### src/rtl/scan_frame_capture_if.sv
// scan_frame_capture_if
//   Groups the scanner-facing inputs, the display-buffer read port and the
//   frame status outputs of scan_frame_capture.
//
//   Signals
//     col_sel     [3:0]  column index currently driven by the display scanner
//     row_L       [4:0]  active-low row pattern for the selected column
//     rd_col      [3:0]  display-buffer read column
//     rd_data     [4:0]  active-high pixels of column rd_col
//     frame_valid        one-cycle pulse per completed frame
//     frame_count [7:0]  completed frame counter (wraps)
//     seq_err            sticky out-of-order column flag
//
//   Modports
//     master : scanner / reader side (drives col_sel, row_L, rd_col)
//     slave  : capture block side
interface scan_frame_capture_if;
  logic [3:0] col_sel;
  logic [4:0] row_L;
  logic [3:0] rd_col;
  logic [4:0] rd_data;
  logic       frame_valid;
  logic [7:0] frame_count;
  logic       seq_err;

  modport master (
    output col_sel,
    output row_L,
    output rd_col,
    input  rd_data,
    input  frame_valid,
    input  frame_count,
    input  seq_err
  );

  modport slave (
    input  col_sel,
    input  row_L,
    input  rd_col,
    output rd_data,
    output frame_valid,
    output frame_count,
    output seq_err
  );
endinterface

### src/rtl/scan_frame_capture.sv
// scan_frame_capture
//   Samples a multiplexed LED-matrix scan (column index plus active-low row
//   pattern, both asynchronous), waits for each column/row pair to settle,
//   commits it into a shadow frame and, once every column has been seen,
//   transfers the shadow frame into a readable display buffer.
//
//   Parameters
//     NUM_COLS       number of scanned columns (2..16)
//     STABLE_CYCLES  synchronized cycles a pair must hold before commit (2..15)
//
//   Ports
//     clock  single clock, rising edge
//     reset  asynchronous, active-high
//     bus    scan_frame_capture_if.slave (scan inputs, read port, status)
//
//   FSM
//     state  | meaning
//     SETTLE | waiting for the current {col,row} pair to be stable
//     HELD   | current dwell already committed; wait for the next change
module scan_frame_capture #(
  parameter int NUM_COLS      = 16,
  parameter int STABLE_CYCLES = 4
) (
  input  logic                 clock,
  input  logic                 reset,
  scan_frame_capture_if.slave  bus
);

  localparam logic [3:0]  LAST_COL = 4'(NUM_COLS - 1);
  localparam logic [3:0]  CNT_MAX  = 4'(STABLE_CYCLES - 1);
  localparam logic [15:0] COL_MASK = 16'((32'd1 << NUM_COLS) - 32'd1);
  localparam logic [4:0]  ROW_IDLE = 5'b11111;

  typedef enum logic {
    SETTLE = 1'b0,
    HELD   = 1'b1
  } state_t;

  state_t     state;
  state_t     state_next;

  // two-flop synchronizers
  logic [3:0] col_s1;
  logic [3:0] sc;
  logic [4:0] row_s1;
  logic [4:0] sr;

  // previous synchronized pair and stability counter
  logic [8:0] prev_pair;
  logic [3:0] cnt;
  logic [3:0] cnt_next;
  logic       changed;
  logic       commit;

  // frame assembly
  logic [4:0]  shadow [0:15];
  logic [4:0]  disp   [0:15];
  logic [15:0] seen;
  logic [15:0] seen_next;
  logic [3:0]  last_col;
  logic        last_valid;
  logic [3:0]  exp_col;
  logic        col_valid;
  logic        valid_commit;
  logic        order_err;
  logic        frame_done;

  logic        frame_valid_q;
  logic [7:0]  frame_count_q;
  logic        seq_err_q;

  // ------------------------------------------------------------------
  // Synchronizers and stability counter
  // ------------------------------------------------------------------
  always_ff @(posedge clock or posedge reset) begin
    if (reset) begin
      col_s1    <= 4'd0;
      sc        <= 4'd0;
      row_s1    <= ROW_IDLE;
      sr        <= ROW_IDLE;
      prev_pair <= {4'd0, ROW_IDLE};
      cnt       <= 4'd0;
    end else begin
      col_s1    <= bus.col_sel;
      sc        <= col_s1;
      row_s1    <= bus.row_L;
      sr        <= row_s1;
      prev_pair <= {sc, sr};
      cnt       <= cnt_next;
    end
  end

  // The commit decision uses the counter value being written this edge, so
  // the commit lands on the same edge the counter reaches CNT_MAX.
  always_comb begin
    changed  = ({sc, sr} != prev_pair);
    cnt_next = cnt;
    if (changed) begin
      cnt_next = 4'd0;
    end else if (cnt != CNT_MAX) begin
      cnt_next = cnt + 4'd1;
    end
  end

  // ------------------------------------------------------------------
  // FSM
  // ------------------------------------------------------------------
  always_ff @(posedge clock or posedge reset) begin
    if (reset) begin
      state <= SETTLE;
    end else begin
      state <= state_next;
    end
  end

  always_comb begin
    state_next = state;
    commit     = 1'b0;
    case (state)
      SETTLE: begin
        if (cnt_next == CNT_MAX) begin
          commit     = 1'b1;
          state_next = HELD;
        end
      end
      HELD: begin
        if (changed) begin
          state_next = SETTLE;
        end
      end
      default: begin
        state_next = SETTLE;
      end
    endcase
  end

  // ------------------------------------------------------------------
  // Commit qualification
  // ------------------------------------------------------------------
  always_comb begin
    col_valid    = (sc <= LAST_COL);
    valid_commit = commit && col_valid;
    seen_next    = seen | (16'd1 << sc);
    frame_done   = valid_commit && ((seen_next & COL_MASK) == COL_MASK);
    exp_col      = (last_col == LAST_COL) ? 4'd0 : (last_col + 4'd1);
    // The first valid commit after reset has no predecessor to compare with.
    order_err    = valid_commit && last_valid && (sc != exp_col);
  end

  // ------------------------------------------------------------------
  // Shadow frame, display buffer and status
  // ------------------------------------------------------------------
  always_ff @(posedge clock or posedge reset) begin
    if (reset) begin
      for (int i = 0; i < 16; i++) begin
        shadow[i] <= 5'd0;
        disp[i]   <= 5'd0;
      end
      seen          <= 16'd0;
      last_col      <= 4'd0;
      last_valid    <= 1'b0;
      frame_valid_q <= 1'b0;
      frame_count_q <= 8'd0;
      seq_err_q     <= 1'b0;
    end else begin
      frame_valid_q <= 1'b0;
      if (valid_commit) begin
        shadow[sc] <= ~sr;
        last_col   <= sc;
        last_valid <= 1'b1;
        if (order_err) begin
          seq_err_q <= 1'b1;
        end
        if (frame_done) begin
          // The committing column is not yet in shadow, so merge it here.
          for (int i = 0; i < 16; i++) begin
            disp[i] <= (4'(i) == sc) ? ~sr : shadow[i];
          end
          seen          <= 16'd0;
          frame_count_q <= frame_count_q + 8'd1;
          frame_valid_q <= 1'b1;
        end else begin
          seen <= seen_next;
        end
      end
    end
  end

  // Read port is combinational from the registered buffer, so a same-cycle
  // load is seen only after the edge.
  assign bus.rd_data     = (bus.rd_col <= LAST_COL) ? disp[bus.rd_col] : 5'd0;
  assign bus.frame_valid = frame_valid_q;
  assign bus.frame_count = frame_count_q;
  assign bus.seq_err     = seq_err_q;

endmodule

### src/flat_wrapper.sv
// flat-port wrapper written by rule: the top's interface ports become plain ports
module scan_frame_capture_flat 
#(
  parameter int NUM_COLS      = 16,
  parameter int STABLE_CYCLES = 4
)
  (clock, reset, bus_col_sel, bus_row_L, bus_rd_col, bus_rd_data, bus_frame_valid, bus_frame_count, bus_seq_err);
  scan_frame_capture_if bus_i ();
  input  logic clock;
  input  logic reset;
  input wire logic [$bits(bus_i.col_sel)-1:0] bus_col_sel;
  input wire logic [$bits(bus_i.row_L)-1:0] bus_row_L;
  input wire logic [$bits(bus_i.rd_col)-1:0] bus_rd_col;
  output wire logic [$bits(bus_i.rd_data)-1:0] bus_rd_data;
  output wire logic [$bits(bus_i.frame_valid)-1:0] bus_frame_valid;
  output wire logic [$bits(bus_i.frame_count)-1:0] bus_frame_count;
  output wire logic [$bits(bus_i.seq_err)-1:0] bus_seq_err;
  assign bus_i.col_sel = bus_col_sel;
  assign bus_i.row_L = bus_row_L;
  assign bus_i.rd_col = bus_rd_col;
  assign bus_rd_data = bus_i.rd_data;
  assign bus_frame_valid = bus_i.frame_valid;
  assign bus_frame_count = bus_i.frame_count;
  assign bus_seq_err = bus_i.seq_err;
  scan_frame_capture #(.NUM_COLS(NUM_COLS), .STABLE_CYCLES(STABLE_CYCLES)) u_core (.clock(clock), .reset(reset), .bus(bus_i));
endmodule
### config.mk
export PLATFORM = sky130hd
export DESIGN_NAME = scan_frame_capture_flat
export DESIGN_NICKNAME = d
export VERILOG_FILES = /design/src/rtl/scan_frame_capture_if.sv /design/src/rtl/scan_frame_capture.sv /design/src/flat_wrapper.sv
export SDC_FILE = /design/constraint.sdc
export NUM_CORES = 1
export LEC_CHECK = 0
export ABC_CLOCK_PERIOD_IN_PS = 22300
export CAP_MARGIN = 20
export CORE_ASPECT_RATIO = 1.2
export CORE_MARGIN = 4
export CORE_UTILIZATION = 30
export CTS_CLUSTER_SIZE = 20
export DETAILED_ROUTE_END_ITERATION = 7
export SLEW_MARGIN = 20
export SYNTH_ARGS = -nofsm -noshare
export SYNTH_HDL_FRONTEND = slang
export SYNTH_SLANG_ARGS = --single-unit
export TNS_END_PERCENT = 1
### constraint.sdc
create_clock -name clock -period 22.3 [get_ports clock]
set_input_delay 4.46 -clock clock [delete_from_list [all_inputs] [get_ports clock]]
set_output_delay 4.46 -clock clock [all_outputs]
set_load 0.02 [all_outputs]
Figure 1. Signal wires on met1.
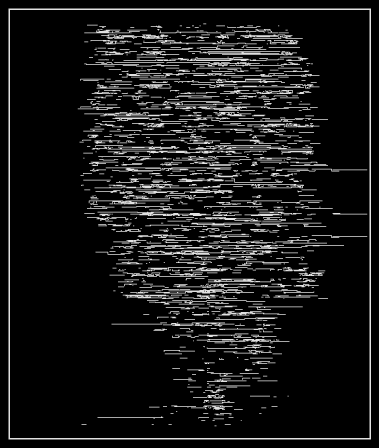
- main direction: horizontal
- longest straight run: 35.4 um
- wire length on this layer: 10400 um
- share of all routed wire: 45%
detailed-route wire length: 23200 um
met1 routing resource usage after global routing: 17.0%
via count: 6578

Figure 2. M2 wires.
The bar under the picture is 50 um long.
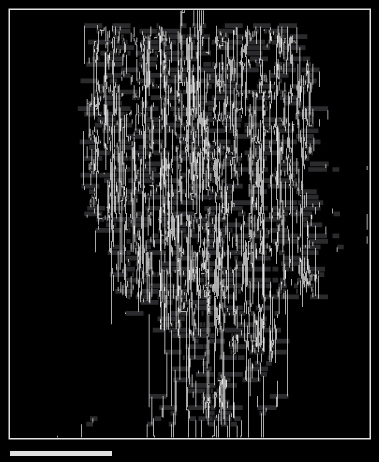
- wire length on this layer: 11400 um
- share of all routed wire: 49%

Figure 3. M3 wires.
The bar under the picture is 50 um long.
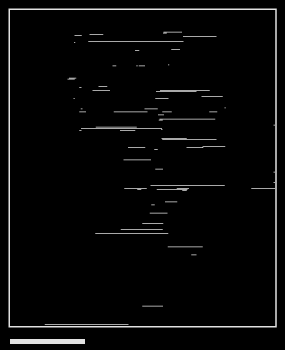
- main direction: horizontal
- nets with wire on the layer: 35
- share of all routed wire: 3.7%
- wire length on this layer: 855 um

==> flow_summary.ini <==
; synthesis and place-and-route metrics
[worst_setup_path]
crit_path_cell_trace = clkdlybuf4s50_1 > mux4_2 > mux4_2 > clkdlybuf4s50_1
worst_setup_path_start_kind = input pin
rr_endpoint = u_core.disp[43]
worst_reg2reg_setup_slack_ns = 17.49
timing.critical_path.slowest_stage_cell = sky130_fd_sc_hd__clkdlybuf4s50_1
cp_data_arrival_time_ns = 7.15
slowest_delay_ns = 1.13
worst-path-buf-inv = 2

[sta]
max_freq_ghz = 0.0862
setup_total_negative_slack_ns = 0
fin_skew_ns = 0.0192
finalHoldViolations = 0
slew_headroom_pct = 28.9
shortest_clock_period_the_worst_path_allows_after_layout_ns = 11.61
fin_crit_sh_pct = 52.0
worst_slew_pin_slew_ns = 1.06

[clocking]
number_of_buffers_added_by_the_clock_tree_synthesis_step = 23
clock.latency.late_pin_ns = 0.53
cts_max_path_buffers = 3
post-cts-setup-buffer-count = 0
ctsRootBufferMaster = sky130_fd_sc_hd__clkbuf_16
hold_buffers = 0
htreeDepth = 1
cts_clock_pin_slew_for_the_worst_setup_and_hold_paths_ns = 0.06

[route]
wl_per_cell_um = 17.2
final_antenna_net_count = 0
number_of_vias_per_cell = 4.88
drcViolationCount = 0

[floorplan]
core_area_sq_um = 33400
std_cell_rows = 73
floorplan.core_util_pct = 30.6
dieArea_sq_um = 37100
fp.dieH_um = 210
total_i_o_pin_count = 30
floorplan.die.width_um = 177

[global_routing]
grt-ovfl-total = 0
grt_antenna_before_repair = 0
grt_start_max_net_pins = 97
grt_pass1_wl_um = 37500

[place]
finalWeightedCongestion = 0.777
dpl.hpwl_um = 14400

[power_and_ir_drop]
p_total_mw = 0.826
power_density_nw_per_um2 = 71.1

[synthesis]
synth.area.top_cells = sky130_fd_sc_hd__dfrtp_1 51%, sky130_fd_sc_hd__mux2_2 7.6%, sky130_fd_sc_hd__a21oi_1 5.6%
syn_inst = 895
synth.yosys.chip_area_sq_um = 10200
synth_top_flop_cell = sky130_fd_sc_hd__dfrtp_1
yosys_instances = 895
synth_area_leader_cell = sky130_fd_sc_hd__dfrtp_1
post_synth_num_cell_types = 50
seq_area_frac_synth_pct = 54.7
synth.top_cell.area_share_pct = 50.9
top_cell = sky130_fd_sc_hd__dfrtp_1
yosys_warnings = 0

[min_path]
worst_hold_path.endpoint = u_core.sc[0]
worstHoldPathType = reg2reg

[finish]
drive_above_1_share_pct = 19.2
antennaDiodeCount = 0
design.final.nets = 899

[status]
result_of_the_run = finished clean
Figure 4. Met4 routing.
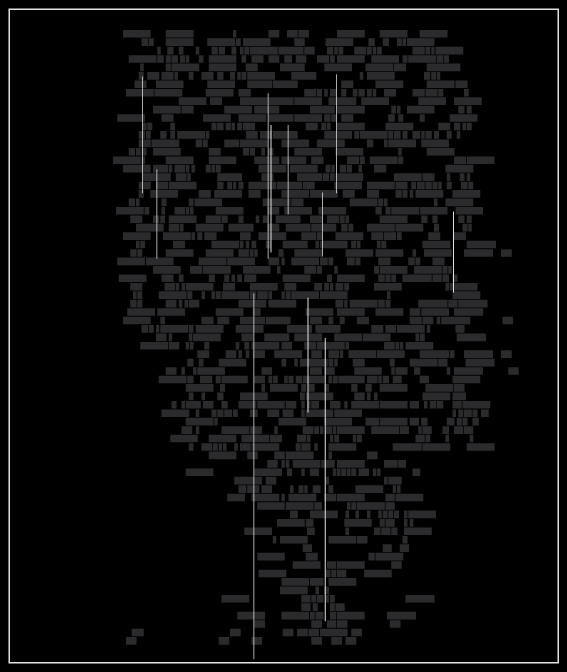
- nets with wire on the layer: 8
- wire length on this layer: 518 um
- main direction: vertical
- longest straight run: 118 um
- share of all routed wire: 2.2%

Figure 5. Routing congestion map.
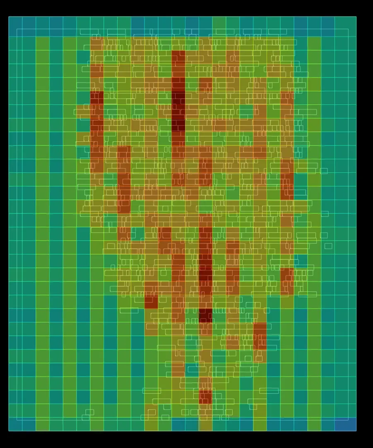
global routing met2 resource utilization: 20.9%
post-layout utilization of the core: 34.7%

cells by family after synthesis:
family	share of synthesized area [%]
mux	18.4
fa+ha+maj	0.367
compound gates	11.3
xor+xnor	1.97
flops	54.7
simple gates	7.86
buf+inv	5.32
how the worst max path moves through the flow:
stage,to,cells past startpoint
finish,bus_rd_data[4],4
global route,bus_rd_data[4],4
CTS,bus_rd_data[4],4
detailed placement,bus_rd_data[4],4
global placement,bus_rd_data[4],4
floorplan,u_core.bus.frame_count[0],1
state kept, by name, indices dropped and copies added, names as in the netlist, 5 cells and up:
register	count
u_core.shadow	80
u_core.sr	5
u_core.prev_pair	9
u_core.seen	16
u_core.disp	80
u_core.bus.frame_count	8
u_core.row_s1	5
per-stage QoR:
step                      hold slack [ns]  std cells  cell area [sq um]
final                               0.349       1347              11600
after global routing                0.362       1347              11600
after CTS                           0.354       1347              11600
after detailed placement            0.341       1306              10900
after global placement              0.337       1306              10900
after floorplan                     0.331        895              10200
cell type report:
cell class / instances / area, sq um
Sequential cell: 223 / 5600
Clock inverter: 4 / 60.1
Timing Repair Buffer: 43 / 395
Inverter: 46 / 180
Multi-Input combinational cell: 544 / 4130
Fill cell: 3306 / 21800
Tap cell: 450 / 563
Clock buffer: 37 / 678
power breakdown:
part,leakage [nW],switching [mW],internal [mW]
Combinational,1.84,0.0197,0.00960
Sequential,3.04,0.00696,0.408
Clock,0.362,0.161,0.220
Total,5.24,0.187,0.638
per-layer routing:
metal / up-vias / share of wire, % / routed length (um) / GRT usage [%]
met5: - / 0 / 0 / 0
met1: 3309 / 45 / 10400 / 17.0
met2: 114 / 49 / 11400 / 20.9
met3: 24 / 3.7 / 854 / 1.70
met4: 0 / 2.2 / 518 / 3.68
li1: 3131 / - / - / -
Power and IR drop assume default switching activity.
